## config.mk

```make
export PLATFORM = sky130hd
export DESIGN_NAME = error_checker_sequencer_flat
export DESIGN_NICKNAME = d
export VERILOG_FILES = /design/src/rtl/error_checker_pkg.sv /design/src/rtl/error_checker_sequencer_if.sv /design/src/rtl/error_checker_sequencer_sample_counter.sv /design/src/rtl/error_checker_sequencer.sv /design/src/flat_wrapper.sv
export SDC_FILE = /design/constraint.sdc
export NUM_CORES = 1
export LEC_CHECK = 0
export CORE_ASPECT_RATIO = 1.5
export CORE_MARGIN = 10
export CORE_UTILIZATION = 29
export DETAILED_ROUTE_END_ITERATION = 16
export GPL_TIMING_DRIVEN = 0
export SYNTH_ARGS = -nofsm -noshare
export SYNTH_HDL_FRONTEND = slang
export SYNTH_HIERARCHICAL = 1
export SYNTH_SLANG_ARGS = --single-unit
```

## constraint.sdc

```tcl
create_clock -name clk -period 3.06 [get_ports clk]
set_input_delay 0.459 -clock clk [delete_from_list [all_inputs] [get_ports clk]]
set_output_delay 0.459 -clock clk [all_outputs]
set_load 0.1 [all_outputs]
```

## src/rtl/error_checker_pkg.sv

```systemverilog
// Shared defaults and state encoding for the error checker sequencer.
package error_checker_pkg;

  localparam int DEFAULT_NUM_SAMPLES = 150;
  localparam int DEFAULT_DATA_W      = 20;
  localparam int DEFAULT_SEL_W       = 8;

  typedef enum logic [1:0] {
    IDLE  = 2'd0,
    LOAD  = 2'd1,
    CALC  = 2'd2,
    DRAIN = 2'd3
  } seq_state_t;

endpackage

```

## src/rtl/error_checker_sequencer_if.sv

```systemverilog
// Sample-load and error-read bus between the sequencer (master) and the
// datapath/consumer side (slave).
interface error_checker_sequencer_if
  import error_checker_pkg::*;
#(
  parameter int DATA_W = DEFAULT_DATA_W,
  parameter int SEL_W  = DEFAULT_SEL_W
);

  logic              in_valid;
  logic              in_ready;
  logic              load;
  logic [SEL_W-1:0]  register_load_select;
  logic [SEL_W-1:0]  output_select;
  logic [DATA_W-1:0] error_in;
  logic              out_valid;
  logic              out_ready;
  logic [DATA_W-1:0] error_out;
  logic [SEL_W-1:0]  out_index;

  modport master (
    input  in_valid,
    input  error_in,
    input  out_ready,
    output in_ready,
    output load,
    output register_load_select,
    output output_select,
    output out_valid,
    output error_out,
    output out_index
  );

  modport slave (
    output in_valid,
    output error_in,
    output out_ready,
    input  in_ready,
    input  load,
    input  register_load_select,
    input  output_select,
    input  out_valid,
    input  error_out,
    input  out_index
  );

endinterface

```

## src/rtl/error_checker_sequencer_sample_counter.sv

```systemverilog
// Index counter with synchronous clear; returns to zero after the terminal
// count so it never exceeds COUNT_MAX-1.
module sample_counter #(
  parameter int COUNT_MAX = 150,
  parameter int W         = 8
) (
  input  logic         clk,
  input  logic         reset,
  input  logic         clear,
  input  logic         inc,
  output logic [W-1:0] count,
  output logic         last
);

  localparam logic [W-1:0] LAST_VAL = W'(COUNT_MAX - 1);

  assign last = (count == LAST_VAL);

  always_ff @(posedge clk or negedge reset) begin
    if (!reset) begin
      count <= '0;
    end else if (clear) begin
      count <= '0;
    end else if (inc) begin
      count <= last ? '0 : count + 1'b1;
    end
  end

endmodule

```

## src/rtl/error_checker_sequencer.sv

```systemverilog
// Loads NUM_SAMPLES x/y register pairs, then reads back one error per sample.
// Optional threshold counter is enabled by defining ERROR_CHECKER_THRESH_EN.
module error_checker_sequencer
  import error_checker_pkg::*;
#(
  parameter int NUM_SAMPLES = DEFAULT_NUM_SAMPLES,
  parameter int DATA_W      = DEFAULT_DATA_W,
  parameter int SEL_W       = DEFAULT_SEL_W
) (
  input  logic                       clk,
  input  logic                       reset,
  input  logic                       en,
  error_checker_sequencer_if.master  bus,
  output logic                       busy,
  output logic                       done
`ifdef ERROR_CHECKER_THRESH_EN
  ,
  input  logic [DATA_W-1:0]          threshold,
  output logic [SEL_W:0]             over_count
`endif
);

  if (NUM_SAMPLES < 1 || NUM_SAMPLES > (2 ** SEL_W)) begin : g_bad_params
    $error("error_checker_sequencer: NUM_SAMPLES must be in 1..2**SEL_W");
  end

  seq_state_t        state;
  logic              in_ready_q;
  logic              out_valid_q;
  logic [DATA_W-1:0] error_q;
  logic [SEL_W-1:0]  index_q;

  logic [SEL_W-1:0]  ld_count;
  logic [SEL_W-1:0]  rd_count;
  logic              ld_last;
  logic              rd_last;

  logic              start;
  logic              accept;
  logic              capture;

  assign start   = (state == IDLE) && en;
  assign accept  = bus.in_valid && in_ready_q;
  // Output register refills whenever it is empty or being drained this cycle.
  assign capture = (state == CALC) && (!out_valid_q || bus.out_ready);

  sample_counter #(
    .COUNT_MAX (NUM_SAMPLES),
    .W         (SEL_W)
  ) u_load_counter (
    .clk   (clk),
    .reset (reset),
    .clear (start),
    .inc   (accept),
    .count (ld_count),
    .last  (ld_last)
  );

  sample_counter #(
    .COUNT_MAX (NUM_SAMPLES),
    .W         (SEL_W)
  ) u_read_counter (
    .clk   (clk),
    .reset (reset),
    .clear (start),
    .inc   (capture),
    .count (rd_count),
    .last  (rd_last)
  );

  always_ff @(posedge clk or negedge reset) begin
    if (!reset) begin
      state       <= IDLE;
      in_ready_q  <= 1'b0;
      out_valid_q <= 1'b0;
      error_q     <= '0;
      index_q     <= '0;
      busy        <= 1'b0;
      done        <= 1'b0;
    end else begin
      done <= 1'b0;
      case (state)
        IDLE: begin
          if (en) begin
            state      <= LOAD;
            in_ready_q <= 1'b1;
            busy       <= 1'b1;
          end
        end
        LOAD: begin
          if (accept && ld_last) begin
            state      <= CALC;
            in_ready_q <= 1'b0;
          end
        end
        CALC: begin
          if (capture) begin
            error_q     <= bus.error_in;
            index_q     <= rd_count;
            out_valid_q <= 1'b1;
            if (rd_last) begin
              state <= DRAIN;
            end
          end
        end
        DRAIN: begin
          if (out_valid_q && bus.out_ready) begin
            out_valid_q <= 1'b0;
            done        <= 1'b1;
            busy        <= 1'b0;
            state       <= IDLE;
          end
        end
        default: begin
          state <= IDLE;
        end
      endcase
    end
  end

  assign bus.in_ready             = in_ready_q;
  assign bus.load                 = accept;
  assign bus.register_load_select = (state == LOAD) ? ld_count : '0;
  assign bus.output_select        = (state == CALC) ? rd_count : '0;
  assign bus.out_valid            = out_valid_q;
  assign bus.error_out            = error_q;
  assign bus.out_index            = index_q;

`ifdef ERROR_CHECKER_THRESH_EN
  // Magnitude of a two's complement error; the most negative value maps to 2**(DATA_W-1).
  logic [DATA_W-1:0] error_mag;

  assign error_mag = bus.error_in[DATA_W-1] ? (~bus.error_in + 1'b1) : bus.error_in;

  always_ff @(posedge clk or negedge reset) begin
    if (!reset) begin
      over_count <= '0;
    end else if (start) begin
      over_count <= '0;
    end else if (capture && (error_mag > threshold)) begin
      over_count <= over_count + 1'b1;
    end
  end
`endif

endmodule

```

## src/flat_wrapper.sv

```systemverilog
// flat-port wrapper written by rule: the top's interface ports become plain ports
module error_checker_sequencer_flat import error_checker_pkg::*;
#(
  parameter int NUM_SAMPLES = DEFAULT_NUM_SAMPLES,
  parameter int DATA_W      = DEFAULT_DATA_W,
  parameter int SEL_W       = DEFAULT_SEL_W
)
  (clk, reset, en, busy, done, bus_in_valid, bus_error_in, bus_out_ready, bus_in_ready, bus_load, bus_register_load_select, bus_output_select, bus_out_valid, bus_error_out, bus_out_index);
  error_checker_sequencer_if #(.DATA_W(DATA_W), .SEL_W(SEL_W)) bus_i ();
  input  logic clk;
  input  logic reset;
  input  logic en;
  output logic busy;
  output logic done;
  input wire logic [$bits(bus_i.in_valid)-1:0] bus_in_valid;
  input wire logic [$bits(bus_i.error_in)-1:0] bus_error_in;
  input wire logic [$bits(bus_i.out_ready)-1:0] bus_out_ready;
  output wire logic [$bits(bus_i.in_ready)-1:0] bus_in_ready;
  output wire logic [$bits(bus_i.load)-1:0] bus_load;
  output wire logic [$bits(bus_i.register_load_select)-1:0] bus_register_load_select;
  output wire logic [$bits(bus_i.output_select)-1:0] bus_output_select;
  output wire logic [$bits(bus_i.out_valid)-1:0] bus_out_valid;
  output wire logic [$bits(bus_i.error_out)-1:0] bus_error_out;
  output wire logic [$bits(bus_i.out_index)-1:0] bus_out_index;
  assign bus_i.in_valid = bus_in_valid;
  assign bus_i.error_in = bus_error_in;
  assign bus_i.out_ready = bus_out_ready;
  assign bus_in_ready = bus_i.in_ready;
  assign bus_load = bus_i.load;
  assign bus_register_load_select = bus_i.register_load_select;
  assign bus_output_select = bus_i.output_select;
  assign bus_out_valid = bus_i.out_valid;
  assign bus_error_out = bus_i.error_out;
  assign bus_out_index = bus_i.out_index;
  error_checker_sequencer #(.NUM_SAMPLES(NUM_SAMPLES), .DATA_W(DATA_W), .SEL_W(SEL_W)) u_core (.clk(clk), .reset(reset), .en(en), .bus(bus_i), .busy(busy), .done(done));
endmodule
```

Fig. 1: run 1, floorplan with the power grid
Scale: 3 px per um. Pins as bars on the die edge.
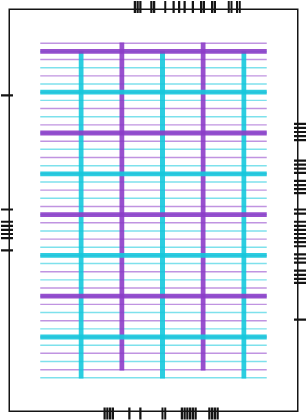
- cyan: VSS
- purple: VDD
- signal pins: 74
- met5 straps: 8
- met1 rails: 42
- rows: 41
CORE AREA: 0.00841 mm2
Die Y: 133 um
Die W: 95.7 um

Fig. 2: run 1, where the registers sit
Scale: 4 px per um. Other sequential cells in the stronger grey, the rest of the logic in the fainter grey.
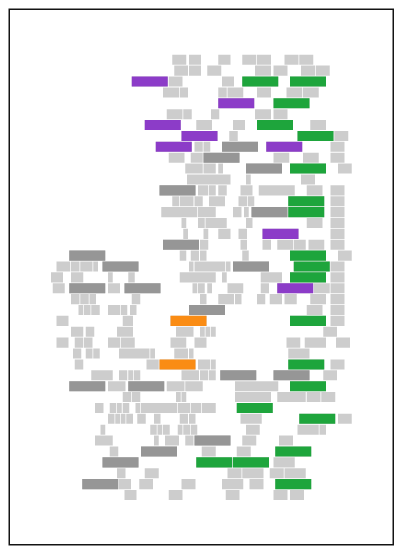
- orange: u_core/state (flops 2)
- purple: u_core/bus.out_index (flops 8; where top centre)
- green: u_core/bus.error_out (flops 20)
- not coloured: 20
Core Util, Final: 42.1%
Seq. cell area: 0.00125 mm2
Seq/total area: 35.3%

Fig. 3: run 1, placed cells, one colour a class
Scale: 4 px per um. Fill, decap, tap and diode cells in grey.
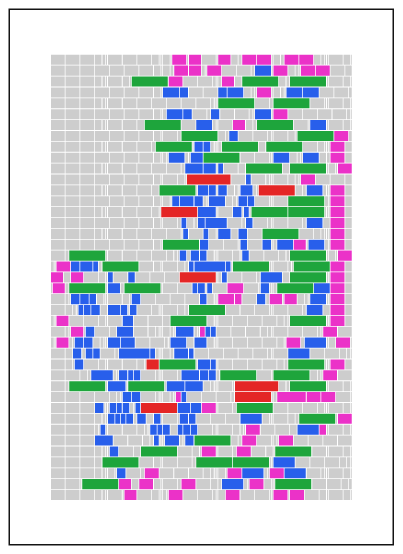
- red: clock drivers and dummy loads (cells 8)
- magenta: remaining buffers and delay cells (cells 79)
- blue: combinational and other logic (cells 157)
- green: sequential cells (cells 50)
row cnt: 41
final instance area: 0.00354 mm2

Fig. 4: run 1, congestion heat map
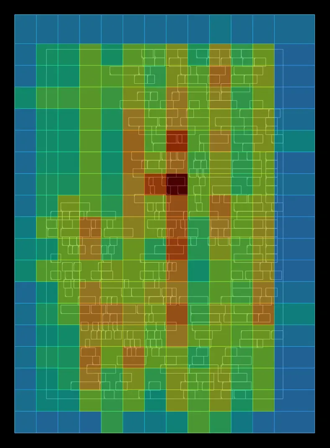
busiest grt layer: met2
GR Util met1: 10.6%
GRT Util Overall: 9.87%

==> impl_metrics.tcl, run 1 <==
# yosys + openroad results
set metrics [dict create \
    fin_skew_ns 0.00423 \
    cts_setup_buffers 0 \
    holdWs_ns 0.0472 \
    gp_congestion 0.745 \
    crit_chain "clkdlybuf4s50_1 -> and2_1 -> clkdlybuf4s50_1" \
    maxSlewHeadroom_pct 34.2 \
    postRouteAntennaNets 0 \
    chip_area_mm2 0.0128 \
    cts.sinks 50 \
    yosysTopAreaCell "dfrtp_1" \
    postCtsResizedCells 16 \
    stdcell_count 401 \
    maxCapViolCount 0 \
    vias 1903 \
    warning_count 31 \
    setup_tns_ns 0 \
    synth_cells 212 \
    startpoint_type "input pin" \
    cp_common_cell "clkdlybuf4s50_1" \
    crit_path_top_delay_cell "clkdlybuf4s50_1" \
    gr-usage-met3_pct 3.43 \
    reg2reg_to "u_core/state[1]" \
    via_per_inst 4.75 \
    cts-root-buf "clkbuf_16" \
    drc 0 \
    finalHoldViolations 0 \
    largest_reg_flops 20 \
    diodes 0 \
    synthTopLogicFamily "multiplexers" \
    numCtsBuffers 5 \
    wl_per_cell_um 15.2 \
    crit_start "bus_in_valid" \
    wl_met1_mm 2.35 \
    max_freq_mhz 339 \
    worst_ep_required_time_ns 2.60 \
    crit_path_max_fanout 8 \
    period_used_pct 96.5 \
    hp-class "input pin to async pin" \
    arrival_ns 2.49 \
    antenna_found_initial 0 \
    routed_wl_mm 6.11 \
    synth_cell_types 34 \
    rr_worst_depth 8 \
    yosys.area_share.aoi_pct 11.6 \
    criticalPathCategory "input pin to primary output" \
    grt_max_degree 40 \
    holdBufCountCts 0 \
    worstPathBufferInverterCount 2 \
    run_status "complete, no violations" \
    area_growth_pct 42.3 \
    slowest_delay_ns 1.20 \
    drv_slew 0 \
    cts_tree "built" \
    tightest_slew_ns 0.983 \
    wl_met2_mm 3.19 \
    synth_adder_area_share_pct 4.02 \
    mostFrequentLayoutCell "clkdlybuf4s50_1" \
    area_leaders "dfrtp_1, mux2_2, mux2_4, and2_1, ha_1" \
    rsz0062_at_grt "no" \
    hpwlAfterDp_mm 4.68 \
    dp.cells 393 \
    drive_above_1_share_pct 16.3 \
    route.met3.wl_um 465 \
    nets 326 \
    cp.depth 3 \
    end_kind "primary output" \
    ys_ff 50 \
    crit_family "buffers and inverters" \
    yosys.area_share.xor_xnor_pct 1.41 \
    netlist.area_leader.share_pct 50.3 \
    clk_pin_slew_worst_paths_ns 0.07 \
    syn_avg_cell_area_um2 11.7 \
    highest_layer "met4" \
    drt_pass1_iterations 4 \
    drt-initial-drc-count 86 \
    r2r_slack_ns 0.89 \
    portBuffers 73 \
    syn_area_mm2 0.00249 \
    pin_count 74 \
    fp_util_pct 29.6 \
    worst_slack_ns 0.108 \
    yosysSeqAreaShare_pct 50.3 \
    use_met2_pct 17.0 \
    grt.overflow.total 0 \
    ys_cells 212 \
    cts_max_path_buffers 2 \
    muxShareOfSynthArea_pct 14.9 \
    htreeDepth 2 \
    place_area_mm2 0.00337 \
    clkLatencyLatePin_ns 0.29 \
    grt_pass1_vias 2002 \
    pre_cts_ws_ns 0.110 \
    fp_nets 245 \
    yosysWarningCount 6 \
    yosys-stat-area_mm2 0.00249 \
    post-route-min-period_ns 2.95 \
    grt_pass1_wl_mm 10.2 \
    cp-endpoint "bus_load" \
    final_cell_mix "clkdlybuf4s50_1, dfrtp_1, and2_1" \
    r2r_start "u_core/u_load_counter/count[1]" \
    ys_sh_simple_pct 14.8 \
    setup_violations 0 \
]
-- run 1: synthesized netlist by cell type, drive strengths merged --
library cell and n:
ha 8, inv 11, nor2b 7, o31ai 2, a211o 1, or3 6, and3b 2, mux2 29
or3b 2, nand2 11, o21ai 14, nor2 7, buf 3, xor2 4, o2111ai 4, dfrtp 50
nand4 2, mux2i 1, nand4b 2, a21oi 14, o22ai 2, and2 18, nand2b 1, nand3 4
o211ai 2, and3 1, a21boi 1, o32a 1, clkbuf 2
-- run 1: area by class of cell --
type                    instances  area [um2]
multi-input cells             146        1160
clock inverters                 3        68.8
plain buffers                   5        35.0
well taps                     107         134
fillers                       802        4870
inverters                      11        41.3
clock buffers                   5         125
repair buffers                 74         726
flip-flops and latches         50        1250
Fig. 5: run 1, clock wires, drivers and flops
Scale: 4 px per um.
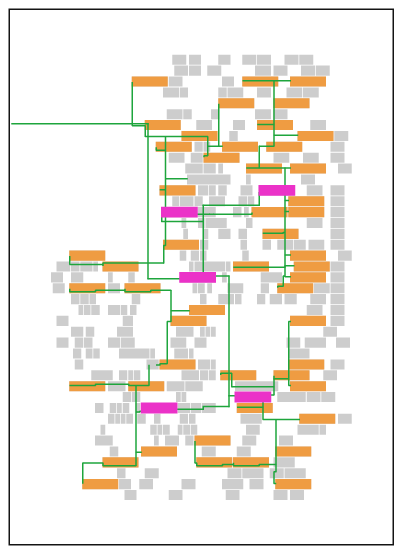

==> inputs of run 2 (changes only) <==
--- a/config.mk
+++ b/config.mk
@@ -8,6 +8,7 @@
 export CORE_ASPECT_RATIO = 1.5
 export CORE_MARGIN = 10
 export CORE_UTILIZATION = 29
+export CTS_BUF_LIST = sky130_fd_sc_hd__clkbuf_4
 export DETAILED_ROUTE_END_ITERATION = 16
 export GPL_TIMING_DRIVEN = 0
 export SYNTH_ARGS = -nofsm -noshare
Fig. 6: run 2, clock wires, drivers and flops
Scale: 4 px per um.
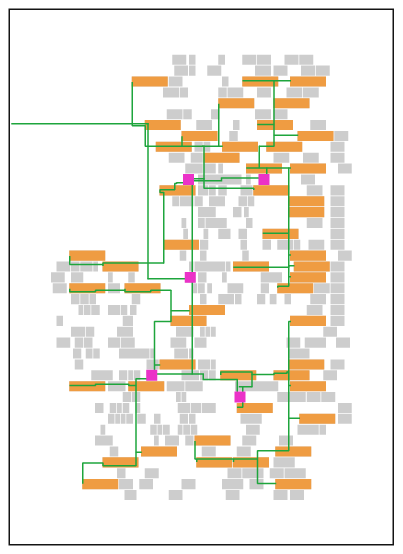
- magenta: clock drivers (count 5)
- orange: flip-flops (count 50)
- green: clock wires (length 659 um)
- routed clock nets: 6

==> run 2 against run 1 <==
Net effect: clock skew is 0.0046 ns higher; final cell count grew 0.25%; die size did not move; hold slack improved by 0.44 ns; first-iteration DRC count fell by 3.5%.
==> impl_metrics.tcl, run 2 <==
# yosys + openroad results
set metrics [dict create \
    yosys.area_share.aoi_pct 11.6 \
    ys_sh_simple_pct 14.8 \
    cts.sinks 50 \
    end_kind "primary output" \
    pre_cts_ws_ns 0.110 \
    finalHoldViolations 0 \
    syn_area_mm2 0.00249 \
    drt_pass1_iterations 4 \
    holdWs_ns 0.485 \
    run_status "complete, no violations" \
    hp-class "input pin to async pin" \
    async_flop_share_pct 100 \
    setup_tns_ns 0 \
    yosys-stat-area_mm2 0.00249 \
    muxShareOfSynthArea_pct 14.9 \
    gr-usage-met3_pct 3.09 \
    max_freq_mhz 339 \
    stdcell_count 402 \
    worst_slack_ns 0.112 \
    highest_layer "met4" \
    synth_adder_area_share_pct 4.02 \
    track_usage_pct 9.76 \
    largest_reg_flops 20 \
    area_leaders "dfrtp_1, mux2_2, mux2_4, and2_1, ha_1" \
    cts_setup_buffers 0 \
    drc 0 \
    period_used_pct 96.3 \
    warning_count 31 \
    nFillCells 822 \
    ys_ff 50 \
    r2r_start "u_core/state[1]" \
    startpoint_type "input pin" \
    netlist.area_leader.share_pct 50.3 \
    mostFrequentLayoutCell "clkdlybuf4s50_1" \
    pin_count 74 \
    grt_max_degree 40 \
    via_per_inst 4.74 \
    final_cell_mix "clkdlybuf4s50_1, dfrtp_1, and2_1" \
    cp-endpoint "bus_load" \
    cts_max_path_buffers 2 \
    arrival_ns 2.49 \
    wl_met2_mm 3.17 \
    fp.dieW_um 95.7 \
    postRouteAntennaNets 0 \
    reg2reg_to "u_core/u_load_counter/count[7]" \
    yosysTopAreaCell "dfrtp_1" \
    dp.cells 393 \
    fp_util_pct 29.6 \
    maxCapViolCount 0 \
    row_count 41 \
    edf_count 0 \
    rr_worst_depth 6 \
    antenna_found_initial 0 \
    place_area_mm2 0.00337 \
    wl_met1_mm 2.34 \
    routed_wl_mm 6.09 \
    use_met1_pct 10.6 \
    yosys_most_used_dff "dfrtp_1" \
    use_met2_pct 17.0 \
    grt_pass1_wl_mm 10.1 \
    htreeDepth 2 \
    rsz0062_at_grt "no" \
    grt_pass1_vias 1983 \
    most_common_cell "dfrtp_1" \
    yosys.area_share.xor_xnor_pct 1.41 \
    cts_tree "built" \
    worst_ep_required_time_ns 2.60 \
    nets 327 \
    die_y_um 133 \
    clk_pin_slew_worst_paths_ns 0.15 \
    vias 1907 \
    fp_nets 245 \
    drt-initial-drc-count 83 \
    numCtsBuffers 5 \
]
Fig. 7: run 2, floorplan with the power grid
Scale: 3 px per um. Pins as bars on the die edge.
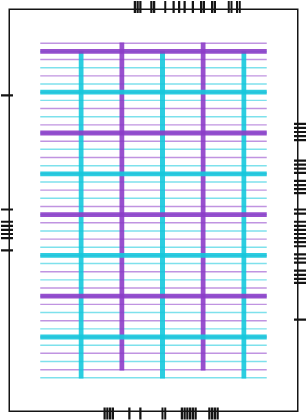
- cyan: VSS
- purple: VDD
- rows: 41
- met1 rails: 42
- signal pins: 74

run 2: what timing repair did:
| action | CTS | global route |
|---|---|---|
| hold endpoints to repair | 11 | 0 |
| endpoints found under the setup margin | 16 | 14 |
| gates cloned | 0 | 0 |
| gates resized | 16 | 23 |
| hold buffers | 1 | 0 |
run 2: cell type report:
cell class                 count  area [um2]  share of cell area [%]
clock inverter                 3        68.8                    2.00
clock buffer                   5        37.5                    1.09
multi-input combinational    146        1160                    33.8
buffer                         5        35.0                    1.02
timing repair buffer          75         708                    20.6
tap                          107         134                    3.89
sequential                    50        1250                    36.4
inverter                      11        41.3                    1.20
run 2: critical path, stage by stage:
cell,delay [ns]
clkdlybuf4s50_1,0.50
and2_1,0.32
clkdlybuf4s50_1,1.20
==> inputs of run 3 (changes only) <==
--- a/config.mk
+++ b/config.mk
@@ -9,9 +9,11 @@
 export CORE_MARGIN = 10
 export CORE_UTILIZATION = 29
 export CTS_BUF_LIST = sky130_fd_sc_hd__clkbuf_4
+export CTS_CLUSTER_SIZE = 24
 export DETAILED_ROUTE_END_ITERATION = 16
 export GPL_TIMING_DRIVEN = 0
 export SYNTH_ARGS = -nofsm -noshare
 export SYNTH_HDL_FRONTEND = slang
 export SYNTH_HIERARCHICAL = 1
 export SYNTH_SLANG_ARGS = --single-unit
+export TNS_END_PERCENT = 100
Fig. 8: run 3, congestion heat map
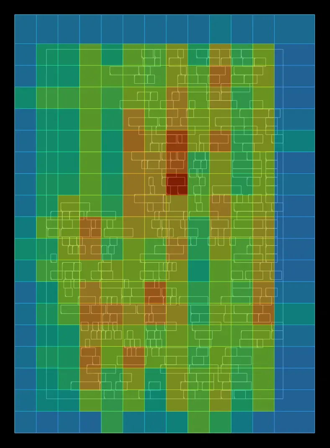
post-DR wirelength/cell: 15.2 um
GRT Util Overall: 9.76%
GRT met2 Usage: 17.0%
Core Util, Final: 40.9%
M3 GR Usage: 3.09%

Fig. 9: run 3, floorplan with the power grid
Scale: 3 px per um. Pins as bars on the die edge.
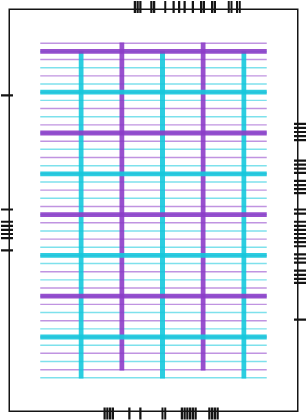
- cyan: VSS
- purple: VDD
- signal pins: 74
- rows: 41
- met1 rails: 42
- met4 straps: 5

==> run 3 against run 2 <==
Net effect: cell area unchanged; clock-buffer cell count unchanged; final cell count unchanged.
==> impl_metrics.tcl, run 3 <==
# yosys + openroad results
set metrics [dict create \
    run_status "complete, no violations" \
    syn_avg_cell_area_um2 11.7 \
    stdcell_area_mm2 0.00344 \
    htreeDepth 2 \
    worst_ep_required_time_ns 2.60 \
    drt-initial-drc-count 83 \
    synthTopCellsByCount "dfrtp_1, and2_1, mux2_2, o21ai_0, a21oi_1" \
    clk_pin_slew_worst_paths_ns 0.15 \
    finalHoldViolations 0 \
    reg2reg_to "u_core/u_load_counter/count[7]" \
    setup_tns_ns 0 \
    ys_ff 50 \
    pin_count 74 \
    holdBufCountCts 1 \
    pre_cts_ws_ns 0.110 \
    fp.dieW_um 95.7 \
    yosys.area_share.xor_xnor_pct 1.41 \
    rsz0062_at_grt "no" \
    routed_wl_mm 6.09 \
    slowest_delay_ns 1.20 \
    final_cell_mix "clkdlybuf4s50_1, dfrtp_1, and2_1" \
    diodes 0 \
    crit_chain "clkdlybuf4s50_1 -> and2_1 -> clkdlybuf4s50_1" \
    cts.sinks 50 \
    numCtsBuffers 5 \
    maxCapViolCount 0 \
    async_flop_share_pct 100 \
    fp_util_pct 29.6 \
    synth_cells 212 \
    drv_slew 0 \
    rr_worst_depth 6 \
    largest_reg_flops 20 \
    wl_met1_mm 2.34 \
    r2r_start "u_core/state[1]" \
    vias 1907 \
    use_met1_pct 10.6 \
    cts_tree "built" \
    yosys.area_share.aoi_pct 11.6 \
    postRouteAntennaNets 0 \
    mostFrequentLayoutCell "clkdlybuf4s50_1" \
    grt_pass1_vias 1983 \
    ys_sh_simple_pct 14.8 \
    cp_common_cell "clkdlybuf4s50_1" \
    ys_cells 212 \
    highest_layer "met4" \
    wl_met2_mm 3.17 \
    route.met3.wl_um 475 \
    place_area_mm2 0.00337 \
    most_common_cell "dfrtp_1" \
    period_used_pct 96.3 \
    drt_pass1_iterations 4 \
    cp.depth 3 \
    grt_max_degree 40 \
    dp.cells 393 \
    row_count 41 \
    drc 0 \
    fp_nets 245 \
    muxShareOfSynthArea_pct 14.9 \
    yosysTopAreaCell "dfrtp_1" \
    startpoint_type "input pin" \
    edf_count 0 \
    crit_path_max_fanout 8 \
    warning_count 31 \
    hp-class "input pin to async pin" \
    holdWs_ns 0.485 \
    cts_setup_buffers 0 \
    postCtsResizedCells 16 \
    nets 327 \
    criticalPathCategory "input pin to primary output" \
    via_per_inst 4.74 \
    area_leaders "dfrtp_1, mux2_2, mux2_4, and2_1, ha_1" \
    netlist.area_leader.share_pct 50.3 \
    grt_pass1_wl_mm 10.1 \
    worstPathBufferInverterCount 2 \
    tightest_slew_ns 0.984 \
    arrival_ns 2.49 \
    crit_path_top_delay_cell "clkdlybuf4s50_1" \
    synthTopLogicFamily "multiplexers" \
    end_kind "primary output" \
    stdcell_count 402 \
    cts-root-buf "clkbuf_4" \
    yosys_most_used_dff "dfrtp_1" \
    syn_area_mm2 0.00249 \
    yosys-stat-area_mm2 0.00249 \
    crit_family "buffers and inverters" \
    max_freq_mhz 339 \
    die_y_um 133 \
    worst_slack_ns 0.112 \
    antenna_found_initial 0 \
    synth_adder_area_share_pct 4.02 \
    cts_max_path_buffers 2 \
]
## run 3: cell counts after synthesis
No cell type changed its count.
## run 3: layout make-up
class | count | area, um2
inverters | 11 | 41.3
flip-flops and latches | 50 | 1250
clock inverters | 3 | 68.8
multi-input cells | 146 | 1160
fillers | 822 | 4970
repair buffers | 75 | 708
well taps | 107 | 134
clock buffers | 5 | 37.5
plain buffers | 5 | 35.0
## run 3: worst max-delay path by stage
stage | from | slack [ns] | to
5_1_grt | u_core/state[1] | 0.0004 | bus_register_load_select[5]
6_report | bus_in_valid | 0.11 | bus_load
4_1_cts | u_core/state[0] | 0.01 | bus_output_select[3]
3_3_place_gp | reset | -0.04 | u_core/bus.out_index[2]
3_5_place_dp | bus_in_valid | 0.11 | bus_load
2_1_floorplan | u_core/bus.in_ready | 0.32 | u_core/u_load_counter/count[3]
